<file path="config.mk">
export PLATFORM = sky130hd
export DESIGN_NAME = mem_port_arbiter
export DESIGN_NICKNAME = d
export VERILOG_FILES = /design/src/rtl/mem_pkg.sv /design/src/rtl/mem_access_check.sv /design/src/rtl/mem_port_arbiter.sv
export SDC_FILE = /design/constraint.sdc
export NUM_CORES = 1
export LEC_CHECK = 0
export ABC_AREA = 1
export ABC_CLOCK_PERIOD_IN_PS = 4600
export CAP_MARGIN = 20
export CORE_ASPECT_RATIO = 0.9
export CORE_MARGIN = 8
export CORE_UTILIZATION = 30
export CTS_BUF_LIST = sky130_fd_sc_hd__clkbuf_16
export DETAILED_ROUTE_END_ITERATION = 16
export PLACE_DENSITY = 0.68
export SYNTH_ARGS = -nofsm -noshare
export SYNTH_HDL_FRONTEND = slang
export SYNTH_SLANG_ARGS = --single-unit
export TNS_END_PERCENT = 5
</file>
<file path="constraint.sdc">
create_clock -name clk -period 4.6 [get_ports clk]
set_input_delay 1.38 -clock clk [delete_from_list [all_inputs] [get_ports clk]]
set_output_delay 1.38 -clock clk [all_outputs]
set_load 0.01 [all_outputs]
</file>
<file path="src/rtl/mem_pkg.sv">
// Shared constants for the data-RAM port arbiter and the LSU legality logic.
package mem_pkg;

  localparam logic [2:0] ACC_LB  = 3'b000;
  localparam logic [2:0] ACC_LH  = 3'b001;
  localparam logic [2:0] ACC_LW  = 3'b010;
  localparam logic [2:0] ACC_LBU = 3'b100;
  localparam logic [2:0] ACC_LHU = 3'b101;

  localparam logic [1:0] ST_IDLE  = 2'd0;
  localparam logic [1:0] ST_ISSUE = 2'd1;
  localparam logic [1:0] ST_RESP  = 2'd2;

  localparam logic PORT_FETCH = 1'b0;
  localparam logic PORT_LSU   = 1'b1;

endpackage

</file>
<file path="src/rtl/mem_access_check.sv">
// Combinational legality check for a RAM access: bad codes, misalignment and
// stores using the unsigned-load codes.
module mem_access_check
  import mem_pkg::*;
(
  input  logic [2:0] access,
  input  logic [1:0] addr_lo,
  input  logic       we,
  output logic       err
);

  always_comb begin
    err = 1'b0;
    case (access)
      ACC_LB:  err = 1'b0;
      ACC_LH:  err = addr_lo[0];
      ACC_LW:  err = (addr_lo != 2'b00);
      ACC_LBU: err = we;
      ACC_LHU: err = we | addr_lo[0];
      default: err = 1'b1;
    endcase
  end

endmodule

</file>
<file path="src/rtl/mem_port_arbiter.sv">
// Two-port arbiter in front of the single-port data RAM: fetch (port 0) and
// LSU (port 1), each access sequenced as latch, issue and response cycles.
module mem_port_arbiter
  import mem_pkg::*;
#(
  parameter int unsigned ADDR_WIDTH = 32,
  parameter int unsigned FIXED_PRIO = 0
) (
  input  logic                  clk,
  input  logic                  rst,
  input  logic                  p0_req,
  input  logic [ADDR_WIDTH-1:0] p0_addr,
  output logic                  p0_done,
  output logic [31:0]           p0_rdata,
  output logic                  p0_err,
  input  logic                  p1_req,
  input  logic                  p1_we,
  input  logic [2:0]            p1_access,
  input  logic [ADDR_WIDTH-1:0] p1_addr,
  input  logic [31:0]           p1_wdata,
  output logic                  p1_done,
  output logic [31:0]           p1_rdata,
  output logic                  p1_err,
  output logic                  ram_load,
  output logic                  ram_store,
  output logic [2:0]            ram_access,
  output logic [ADDR_WIDTH-1:0] ram_addr,
  output logic [31:0]           ram_data_in,
  input  logic [31:0]           ram_data_out
);

  logic [1:0]            state_q;
  logic                  port_q;
  logic                  we_q;
  logic [2:0]            access_q;
  logic [ADDR_WIDTH-1:0] addr_q;
  logic [31:0]           wdata_q;
  logic                  err_q;
  logic                  last_grant_q;

  logic                  grant;
  logic                  sel_we;
  logic [2:0]            sel_access;
  logic [ADDR_WIDTH-1:0] sel_addr;
  logic                  sel_err;

  // Round-robin: on a tie the port that did not go last wins.
  always_comb begin
    grant = p1_req ? PORT_LSU : PORT_FETCH;
    if (p0_req && p1_req) begin
      grant = (FIXED_PRIO != 0) ? PORT_FETCH : ~last_grant_q;
    end
  end

  // Fetches are always word loads.
  assign sel_we     = (grant == PORT_LSU) ? p1_we : 1'b0;
  assign sel_access = (grant == PORT_LSU) ? p1_access : ACC_LW;
  assign sel_addr   = (grant == PORT_LSU) ? p1_addr : p0_addr;

  mem_access_check u_check (
    .access  (sel_access),
    .addr_lo (sel_addr[1:0]),
    .we      (sel_we),
    .err     (sel_err)
  );

  always_ff @(posedge clk or posedge rst) begin
    if (rst) begin
      state_q      <= ST_IDLE;
      port_q       <= 1'b0;
      we_q         <= 1'b0;
      access_q     <= 3'b000;
      addr_q       <= '0;
      wdata_q      <= 32'h0;
      err_q        <= 1'b0;
      last_grant_q <= PORT_LSU;
    end else begin
      case (state_q)
        ST_IDLE: begin
          if (p0_req || p1_req) begin
            port_q   <= grant;
            we_q     <= sel_we;
            access_q <= sel_access;
            addr_q   <= sel_addr;
            wdata_q  <= p1_wdata;
            err_q    <= sel_err;
            state_q  <= ST_ISSUE;
          end
        end
        ST_ISSUE: state_q <= ST_RESP;
        ST_RESP: begin
          last_grant_q <= port_q;
          state_q      <= ST_IDLE;
        end
        default: state_q <= ST_IDLE;
      endcase
    end
  end

  logic        in_issue;
  logic        in_resp;
  logic [31:0] resp_rdata;

  assign in_issue   = (state_q == ST_ISSUE);
  assign in_resp    = (state_q == ST_RESP);
  assign resp_rdata = (!we_q && !err_q) ? ram_data_out : 32'h0;

  assign ram_load    = in_issue & ~err_q & ~we_q;
  assign ram_store   = in_issue & ~err_q & we_q;
  assign ram_access  = in_issue ? access_q : 3'b000;
  assign ram_addr    = in_issue ? addr_q : '0;
  assign ram_data_in = in_issue ? wdata_q : 32'h0;

  assign p0_done  = in_resp & (port_q == PORT_FETCH);
  assign p0_rdata = p0_done ? resp_rdata : 32'h0;
  assign p0_err   = p0_done & err_q;
  assign p1_done  = in_resp & (port_q == PORT_LSU);
  assign p1_rdata = p1_done ? resp_rdata : 32'h0;
  assign p1_err   = p1_done & err_q;

endmodule

</file>
Figure 1. Metal layers overlaid.
Drawn at 3 px/um.
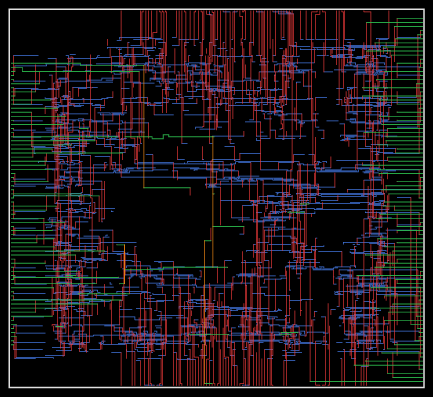
- metal 2: red (wire length 7240 um)
- metal 4: orange (wire length 145 um)
- metal 3: green (wire length 1910 um)
- metal 1: blue (wire length 5690 um)

Figure 2. Routing congestion.
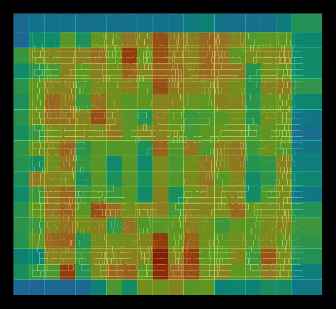
GR Util met1: 17.9%
Wirelength per Cell: 15.3 um
met3 GRT Util: 7.61%

==> qor.txt <==
Outcome -> finished clean
Fraction of layout cells with a size suffix above 1 -> 3.71%
Post-synth seq share -> 45.7%
Setup Viol. Count Final -> 0
DR iter-0 viols -> 135
Num CTS Buffers -> 9
# clock sinks -> 73
Clock share of power -> 19.3%
Die area -> 17300 sq um
Adder share -> 0%
Seq power -> 1060 uW
Final Non-Filler Cells -> 976
Worst R2R Start -> last_grant_q
CP peak stage delay -> 610 ps
Drt total wl -> 15000 um
# resized after CTS -> 0
HP Class -> flop to flop
RSZ-0062 raised after global routing -> false
Highest-delay cell along the critical path -> clkdlybuf4s50_1
WS Path Type -> input port to output pin
Synth flops -> 73
Area grow syn2layout -> 77.7%
# diodes -> 0
Hold Worst Slack -> 473 ps
Grt ovf -> 0
Final Skew -> 4.61 ps
Crit path cell chain -> clkdlybuf4s50_1, inv_1, nor3_1, clkdlybuf4s50_1
Reg2reg setup slack -> 2450 ps
Mux cell area share after synthesis -> 0%
Switch Pwr -> 1510 uW
ANT nets after route -> 0
Comb pwr -> 2040 uW
Post-Synth XOR/XNOR Area -> 0%
Gpl congestion -> 0.785
Worst EP required -> 3220 ps
Clock net power -> 740 uW
CTS tree -> built
Synth unique cells -> 22
Max Buffers Root-to-Sink -> 2
Net Sw Frac -> 39.4%
Largest net degree at the start of global routing -> 133
Comb area leader -> simple AND/OR/NAND/NOR gates
I/O pin count -> 273
Worst path depth -> 4
Yosys stat cell total -> 557
Router iterations before antenna repair -> 4
Hold bufs inserted after CTS -> 0
Pint -> 2330 uW
Met2 Track Usage GR -> 29.1%
Power, Total -> 3840 uW
FMAX -> 0.245 GHz
Post-Synth AOI/OAI Area -> 14.0%
Core area -> 13200 sq um
Worst hold endpoint -> last_grant_q
Reg2Reg Depth -> 5
Setup crit end -> p0_rdata[12]
Max_cap viols -> 0
Dpl cells -> 958
Figure 3. PDN straps and rails.
Drawn at 3 px/um. Pins as bars on the die edge. Tap cells in gray.
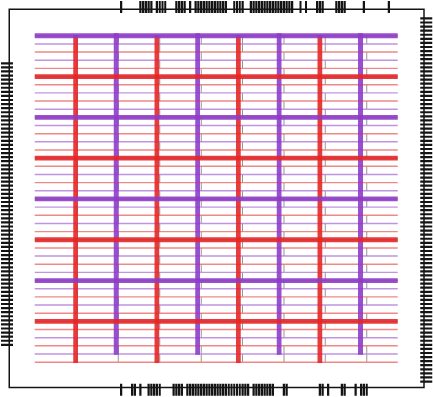
- VDD: purple
- VSS: red
- met5 straps: 8
- rows: 40
- signal pins: 273
- tap cells: 168
- met1 rails: 41

-- layer usage --
metal  share of wire [%]  vias up
met1                  38     2038
met4                0.96        0
li1                    -     2233
met5                   0        -
met2                  48      189
met3                  13       11
-- final cells by class --
type                       count  area [sq um]
fill                        1246          6050
multi-input combinational    330          1520
clock inverter                 7          93.8
clock buffer                   9           225
inverter                     113           427
sequential                    73          1830
timing repair buffer         276          2810
tap                          168           210
-- cells in the final DEF, fill, tap and decap left out, types with 2 or more instances in the layout --
master,instances
buf_16,2
inv_1,108
inv_2,4
clkinvlp_4,2
nand2_2,2
bufinv_16,2
nand3_1,5
clkbuf_16,9
clkinv_2,2
nor3_1,65
nor2_1,104
clkdlybuf4s50_1,272
dfrtp_1,72
o21ai_1,20
nand2_1,48
o21ai_0,50
o22ai_1,30
nand3b_1,2
-- state kept, by name, indices dropped and copies added (netlist names) --
| signal | cells |
|---|---|
| addr_q | 32 |
| wdata_q | 32 |
| access_q | 3 |
| state_q | 2 |
| err_q | 1 |
| last_grant_q | 1 |
| port_q | 1 |
| we_q | 1 |
-- worst min-delay path, cell delays in order (launching register included) --
cell and delay [ps]:
dfstp_2 370, nand2_1 50, nand2_1 50
-- cell usage after synthesis, drive strengths merged --
| cell | count | share of area [%] |
|---|---|---|
| buf | 20 | 3.7 |
| clkbuf | 21 | 2.0 |
| nor2 | 105 | 9.9 |
| o22ai | 30 | 4.7 |
| a21oi | 1 | 0.12 |
| o21ai | 71 | 9.2 |
| nand2 | 50 | 4.8 |
| nand4 | 1 | 0.16 |
| nand3b | 2 | 0.38 |
| nor3 | 65 | 8.1 |
| inv | 113 | 11 |
| dfstp | 1 | 0.66 |
| nand3 | 5 | 0.63 |
| dfrtp | 72 | 45 |
Power figures rest on the tool's default switching activity, not on a simulated workload.
